### src/rtl/bsg_link_sdr_credit_endpoint.sv
// Single-clock full-duplex SDR link endpoint.
// Transmit: credit-metered serialiser from core words to link beats.
// Receive: deserialiser into a circular buffer with decimated credit-token return.
module bsg_link_sdr_credit_endpoint #(
    parameter int width_p                = 64,
    parameter int channel_width_p        = 16,
    parameter int num_channels_p         = 1,
    parameter int fifo_els_p             = 8,
    parameter int lg_credit_decimation_p = 2
) (
    input  logic                                      core_clk_i,
    input  logic                                      core_link_reset_n_i,
    input  logic [width_p-1:0]                        core_data_i,
    input  logic                                      core_valid_i,
    output logic                                      core_ready_o,
    output logic [channel_width_p*num_channels_p-1:0] link_data_o,
    output logic                                      link_valid_o,
    input  logic                                      link_token_i,
    input  logic [channel_width_p*num_channels_p-1:0] link_data_i,
    input  logic                                      link_valid_i,
    output logic                                      link_token_o,
    output logic [width_p-1:0]                        core_data_o,
    output logic                                      core_valid_o,
    input  logic                                      core_yumi_i,
    output logic                                      error_o
);

    localparam int link_w_lp   = channel_width_p * num_channels_p;
    localparam int beats_lp    = width_p / link_w_lp;
    localparam int beat_w_lp   = (beats_lp > 1) ? $clog2(beats_lp) : 1;
    localparam int credit_w_lp = $clog2(fifo_els_p + 1);
    localparam int ptr_w_lp    = (fifo_els_p > 1) ? $clog2(fifo_els_p) : 1;
    localparam int dec_w_lp    = (lg_credit_decimation_p > 0) ? lg_credit_decimation_p : 1;

    localparam logic [beat_w_lp-1:0]   last_beat_lp     = beat_w_lp'(beats_lp - 1);
    localparam logic [credit_w_lp-1:0] max_credits_lp   = credit_w_lp'(fifo_els_p);
    localparam logic [credit_w_lp:0]   token_credits_lp = (credit_w_lp + 1)'(2 ** lg_credit_decimation_p);
    localparam logic [ptr_w_lp-1:0]    last_ptr_lp      = ptr_w_lp'(fifo_els_p - 1);
    localparam logic [dec_w_lp-1:0]    last_dec_lp      = dec_w_lp'(2 ** lg_credit_decimation_p - 1);

    typedef enum logic {TX_IDLE = 1'b0, TX_SEND = 1'b1} tx_state_e;

    tx_state_e              tx_state_q, tx_state_n;
    logic [beat_w_lp-1:0]   tx_beat_q, tx_beat_n;
    logic [width_p-1:0]     tx_word_q, tx_word_n;
    logic [link_w_lp-1:0]   link_data_n;
    logic                   link_valid_n;
    logic                   tx_last, tx_accept;
    logic [credit_w_lp-1:0] credits_q, credits_n;
    logic [credit_w_lp:0]   credit_sum;

    logic [beat_w_lp-1:0]   rx_beat_q;
    logic [width_p-1:0]     rx_asm_q, rx_word;
    logic                   rx_enq, rx_full, rx_deq, rx_enq_fire;
    logic [width_p-1:0]     rx_mem [fifo_els_p];
    logic [ptr_w_lp-1:0]    rx_wr_ptr_q, rx_rd_ptr_q;
    logic [credit_w_lp-1:0] rx_count_q;
    logic [dec_w_lp-1:0]    dec_q;

    // Transmit next-state: link_data_o/link_valid_o always show the beat selected by tx_beat_q.
    always_comb begin
        tx_state_n   = tx_state_q;
        tx_beat_n    = tx_beat_q;
        tx_word_n    = tx_word_q;
        link_data_n  = link_data_o;
        link_valid_n = link_valid_o;
        tx_last      = (tx_state_q == TX_SEND) && (tx_beat_q == last_beat_lp);
        core_ready_o = ((tx_state_q == TX_IDLE) || tx_last) && (credits_q != '0);
        tx_accept    = core_valid_i && core_ready_o;
        if (tx_accept) begin
            tx_state_n   = TX_SEND;
            tx_beat_n    = '0;
            tx_word_n    = core_data_i;
            link_data_n  = core_data_i[0 +: link_w_lp];
            link_valid_n = 1'b1;
        end else if (tx_state_q == TX_SEND) begin
            if (tx_last) begin
                tx_state_n   = TX_IDLE;
                link_valid_n = 1'b0;
            end else begin
                tx_beat_n   = tx_beat_q + 1'b1;
                link_data_n = tx_word_q[int'(tx_beat_n) * link_w_lp +: link_w_lp];
            end
        end
    end

    // Credit update: net of one accept and one token, saturating at the buffer depth.
    always_comb begin
        credit_sum = {1'b0, credits_q} - (credit_w_lp + 1)'(tx_accept)
                   + (link_token_i ? token_credits_lp : '0);
        credits_n  = (credit_sum > {1'b0, max_credits_lp}) ? max_credits_lp
                                                           : credit_sum[credit_w_lp-1:0];
    end

    // Transmit state, beat output and credit registers.
    always_ff @(posedge core_clk_i or negedge core_link_reset_n_i) begin
        if (!core_link_reset_n_i) begin
            tx_state_q   <= TX_IDLE;
            tx_beat_q    <= '0;
            tx_word_q    <= '0;
            link_data_o  <= '0;
            link_valid_o <= 1'b0;
            credits_q    <= max_credits_lp;
        end else begin
            tx_state_q   <= tx_state_n;
            tx_beat_q    <= tx_beat_n;
            tx_word_q    <= tx_word_n;
            link_data_o  <= link_data_n;
            link_valid_o <= link_valid_n;
            credits_q    <= credits_n;
        end
    end

    // Flag a token that would push credits past the buffer depth.
    always_ff @(posedge core_clk_i) begin
        if (core_link_reset_n_i) assert (credit_sum <= {1'b0, max_credits_lp});
    end

    // Receive assembly and buffer control; the word enqueued includes the current beat.
    always_comb begin
        rx_word = rx_asm_q;
        rx_word[int'(rx_beat_q) * link_w_lp +: link_w_lp] = link_data_i;
        rx_enq      = link_valid_i && (rx_beat_q == last_beat_lp);
        rx_full     = (rx_count_q == max_credits_lp);
        rx_deq      = core_yumi_i && core_valid_o;
        rx_enq_fire = rx_enq && (!rx_full || rx_deq);
    end

    // Receive beat counter, assembly register, buffer pointers, overflow flag.
    always_ff @(posedge core_clk_i or negedge core_link_reset_n_i) begin
        if (!core_link_reset_n_i) begin
            rx_beat_q   <= '0;
            rx_asm_q    <= '0;
            rx_wr_ptr_q <= '0;
            rx_rd_ptr_q <= '0;
            rx_count_q  <= '0;
            error_o     <= 1'b0;
        end else begin
            if (link_valid_i) begin
                rx_asm_q  <= rx_word;
                rx_beat_q <= (rx_beat_q == last_beat_lp) ? '0 : rx_beat_q + 1'b1;
            end
            if (rx_enq_fire)
                rx_wr_ptr_q <= (rx_wr_ptr_q == last_ptr_lp) ? '0 : rx_wr_ptr_q + 1'b1;
            if (rx_deq)
                rx_rd_ptr_q <= (rx_rd_ptr_q == last_ptr_lp) ? '0 : rx_rd_ptr_q + 1'b1;
            rx_count_q <= rx_count_q + credit_w_lp'(rx_enq_fire) - credit_w_lp'(rx_deq);
            if (rx_enq && rx_full && !rx_deq)
                error_o <= 1'b1;
        end
    end

    // Buffer storage; contents need no reset because the count governs validity.
    always_ff @(posedge core_clk_i) begin
        if (rx_enq_fire) rx_mem[rx_wr_ptr_q] <= rx_word;
    end

    assign core_data_o  = rx_mem[rx_rd_ptr_q];
    assign core_valid_o = (rx_count_q != '0);

    // Token return: one pulse per 2^lg_credit_decimation_p consumed words.
    always_ff @(posedge core_clk_i or negedge core_link_reset_n_i) begin
        if (!core_link_reset_n_i) begin
            dec_q        <= '0;
            link_token_o <= 1'b0;
        end else begin
            link_token_o <= rx_deq && (dec_q == last_dec_lp);
            if (rx_deq) dec_q <= (dec_q == last_dec_lp) ? '0 : dec_q + 1'b1;
        end
    end

endmodule
### config.mk
export PLATFORM = sky130hd
export DESIGN_NAME = bsg_link_sdr_credit_endpoint
export DESIGN_NICKNAME = d
export VERILOG_FILES = /design/src/rtl/bsg_link_sdr_credit_endpoint.sv
export SDC_FILE = /design/constraint.sdc
export NUM_CORES = 1
export LEC_CHECK = 0
export ABC_CLOCK_PERIOD_IN_PS = 19900
export CAP_MARGIN = 40
export CORE_MARGIN = 10
export CORE_UTILIZATION = 55
export DETAILED_ROUTE_END_ITERATION = 7
export PLACE_DENSITY_LB_ADDON = 0.1
export SETUP_SLACK_MARGIN = 0.1
export SLEW_MARGIN = 20
export SYNTH_ARGS = -nofsm -noshare
export SYNTH_HDL_FRONTEND = slang
export SYNTH_SLANG_ARGS = --single-unit
### constraint.sdc
create_clock -name core_clk_i -period 19.9 [get_ports core_clk_i]
set_input_delay 1.99 -clock core_clk_i [delete_from_list [all_inputs] [get_ports core_clk_i]]
set_output_delay 1.99 -clock core_clk_i [all_outputs]
set_load 0.01 [all_outputs]
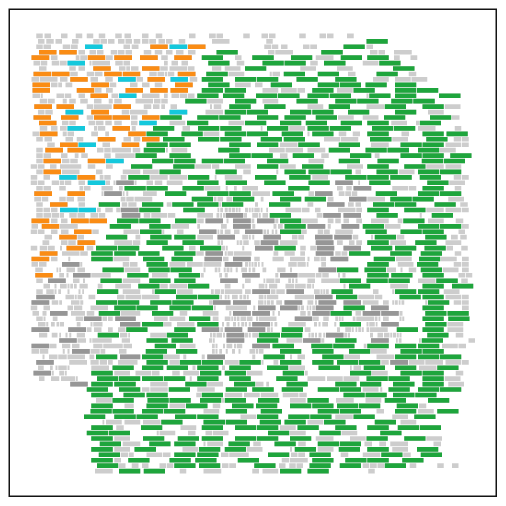
(sequential cells grouped by signal name)
Drawn at 2 px/µm. Other sequential cells in the stronger gray, the rest of the logic in the fainter gray.
signal	color	sequential cells
`link_data_o`	cyan	16
`rx_mem`	green	512
`tx_word_q`	orange	64

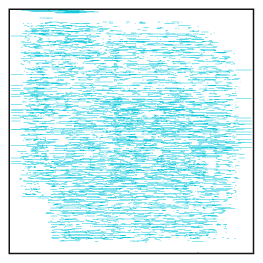
(the metal 1 layer)
Drawn at 1 px/µm.
longest straight run	57.0 µm
wire length on this layer	25.6 mm

==> results.txt <==
From the run reports.

- The simple-gate portion of the synthesized area is around 2%.
- The critical-path cell with the highest stage delay is sky130_fd_sc_hd__buf_4.
- The final weighted congestion in routability-driven placement is 0.773.
- The total setup violations reported at the end of the flow is 0.
- The data arrival time reported for the critical path is ~3900 ps.
- The proportion of synthesized area in mux cells reads 17.5%.
- Sorting the Yosys area breakdown by cell type puts at the top sky130_fd_sc_hd__edfxtp_1.
- The combinational cell fraction of total power is 34.3%.
- The report shows a maximum critical-path fanout of 45.
- Yosys reported a register bit count of 680.
- The worst path uses ~29% of the clock period.
- The complex-gate fraction of the synthesized area reads roughly 4.7%.
- The reg-to-reg critical path startpoint is tx_beat_q[0].
- The required time reported for the critical path endpoint is 17910 ps.
- The dominant logic cell type in the layout is sky130_fd_sc_hd__edfxtp_1.
- The run finished with clean final reports.
- The clock tree root driver cell is sky130_fd_sc_hd__clkbuf_16.
- Looking at the gate-level netlist, the highest instance count belongs to sky130_fd_sc_hd__edfxtp_1.
- The global route stage reports its total congestion overflow as 0.
- According to the hold report, the worst path is of the flip-flop to flip-flop type.
- On the reported timing paths, the clock transition at the registers reads 60 ps.
- The global-route wire length before repair reads approximately 90000 µm.
- Per the detailed-route log, wirelength across all metal layers totals 59300 µm.
- The power dissipated in combinational cells is roughly 1.7 mW.
- On met1, the global router reports a usage of around 28%.
- The shortest period the worst path allows is slightly below 6000 ps.
- The core area reads 0.0491 mm².
- The number of flip-flops in the largest register is about 500.
- The net switching power of the design reads about 1.5 mW.
- The power report puts the leakage power at around 11 nW.
- The top cell type's share of synthesized area is 56.3%.
- The synthesized netlist has a Yosys-reported chip area of between 0.02 and 0.03 mm².
- By area the synthesized netlist is led by sky130_fd_sc_hd__edfxtp_1 56%, sky130_fd_sc_hd__dfrtp_1 15%, sky130_fd_sc_hd__mux4_2 11%.
- The number of antenna cells inserted reads 0.
- The first TritonRoute pass finished after 5 iterations.
- After detailed routing, the met2 layer carries 28900 µm of wire.
- The kind of cell adding the most delay to the critical path reads buffers and inverters.
- Detailed routing placed a total of ~3600 µm of wire on met3.
- The total power per unit cell area is roughly 150 mW/mm².
- Counting every sink on the clock net gives 680.
- Buffers inserted to repair hold after CTS numbered 0.
- The share of final-layout standard cells stronger than drive strength 1 is approximately a quarter.
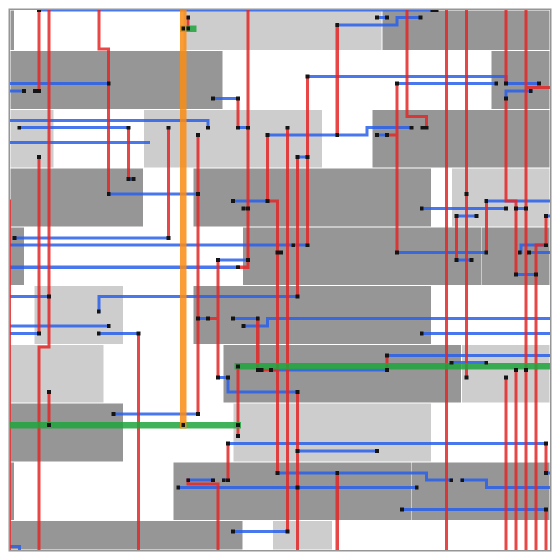
(close-up of the layout)
Region (170, 170) to (195, 195) µm. Cells in gray, sequential cells in the stronger gray; small squares are vias.
layer	color
metal 1	blue
metal 3	green
metal 2	red
metal 4	orange
cells with their middle in the window	17
netlist names of flops here include	`rx_mem` (11)
sequential cells in the window	11
most frequent	edfxtp_1 (11), mux4_2 (2), clkbuf_16 (2)

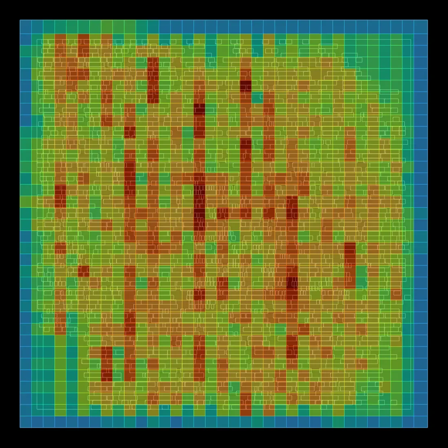
(track usage over the die)
gr usage total: 20.1%
met2 track utilization from global routing: 32.0%
gr busiest metal: met2

-- per-stage QoR --
step           hold slack, ps  util, %  setup WS (ps)  cell area [µm²]  instances
3_3_place_gp              468     60.3          13570            29600       2204
6_report                  487     65.6          14050            32200       2370
5_1_grt                   511     65.6          13770            32200       2370
4_1_cts                   493     65.4          13750            32100       2355
2_1_floorplan             466        -          10360            27300       1443
3_5_place_dp              467     61.1          14380            30000       2233
-- final cells by class --
cell class	count	area, µm²	share of cell area [%]
Sequential cell	680	19600	60.9
Multi-Input combinational cell	600	7050	21.9
Timing Repair Buffer	234	2340	7.26
Clock buffer	97	1960	6.08
Tap cell	664	831	2.58
Inverter	70	265	0.824
Clock inverter	25	168	0.521
No activity file was given, so power comes from the tool's default toggle rates.
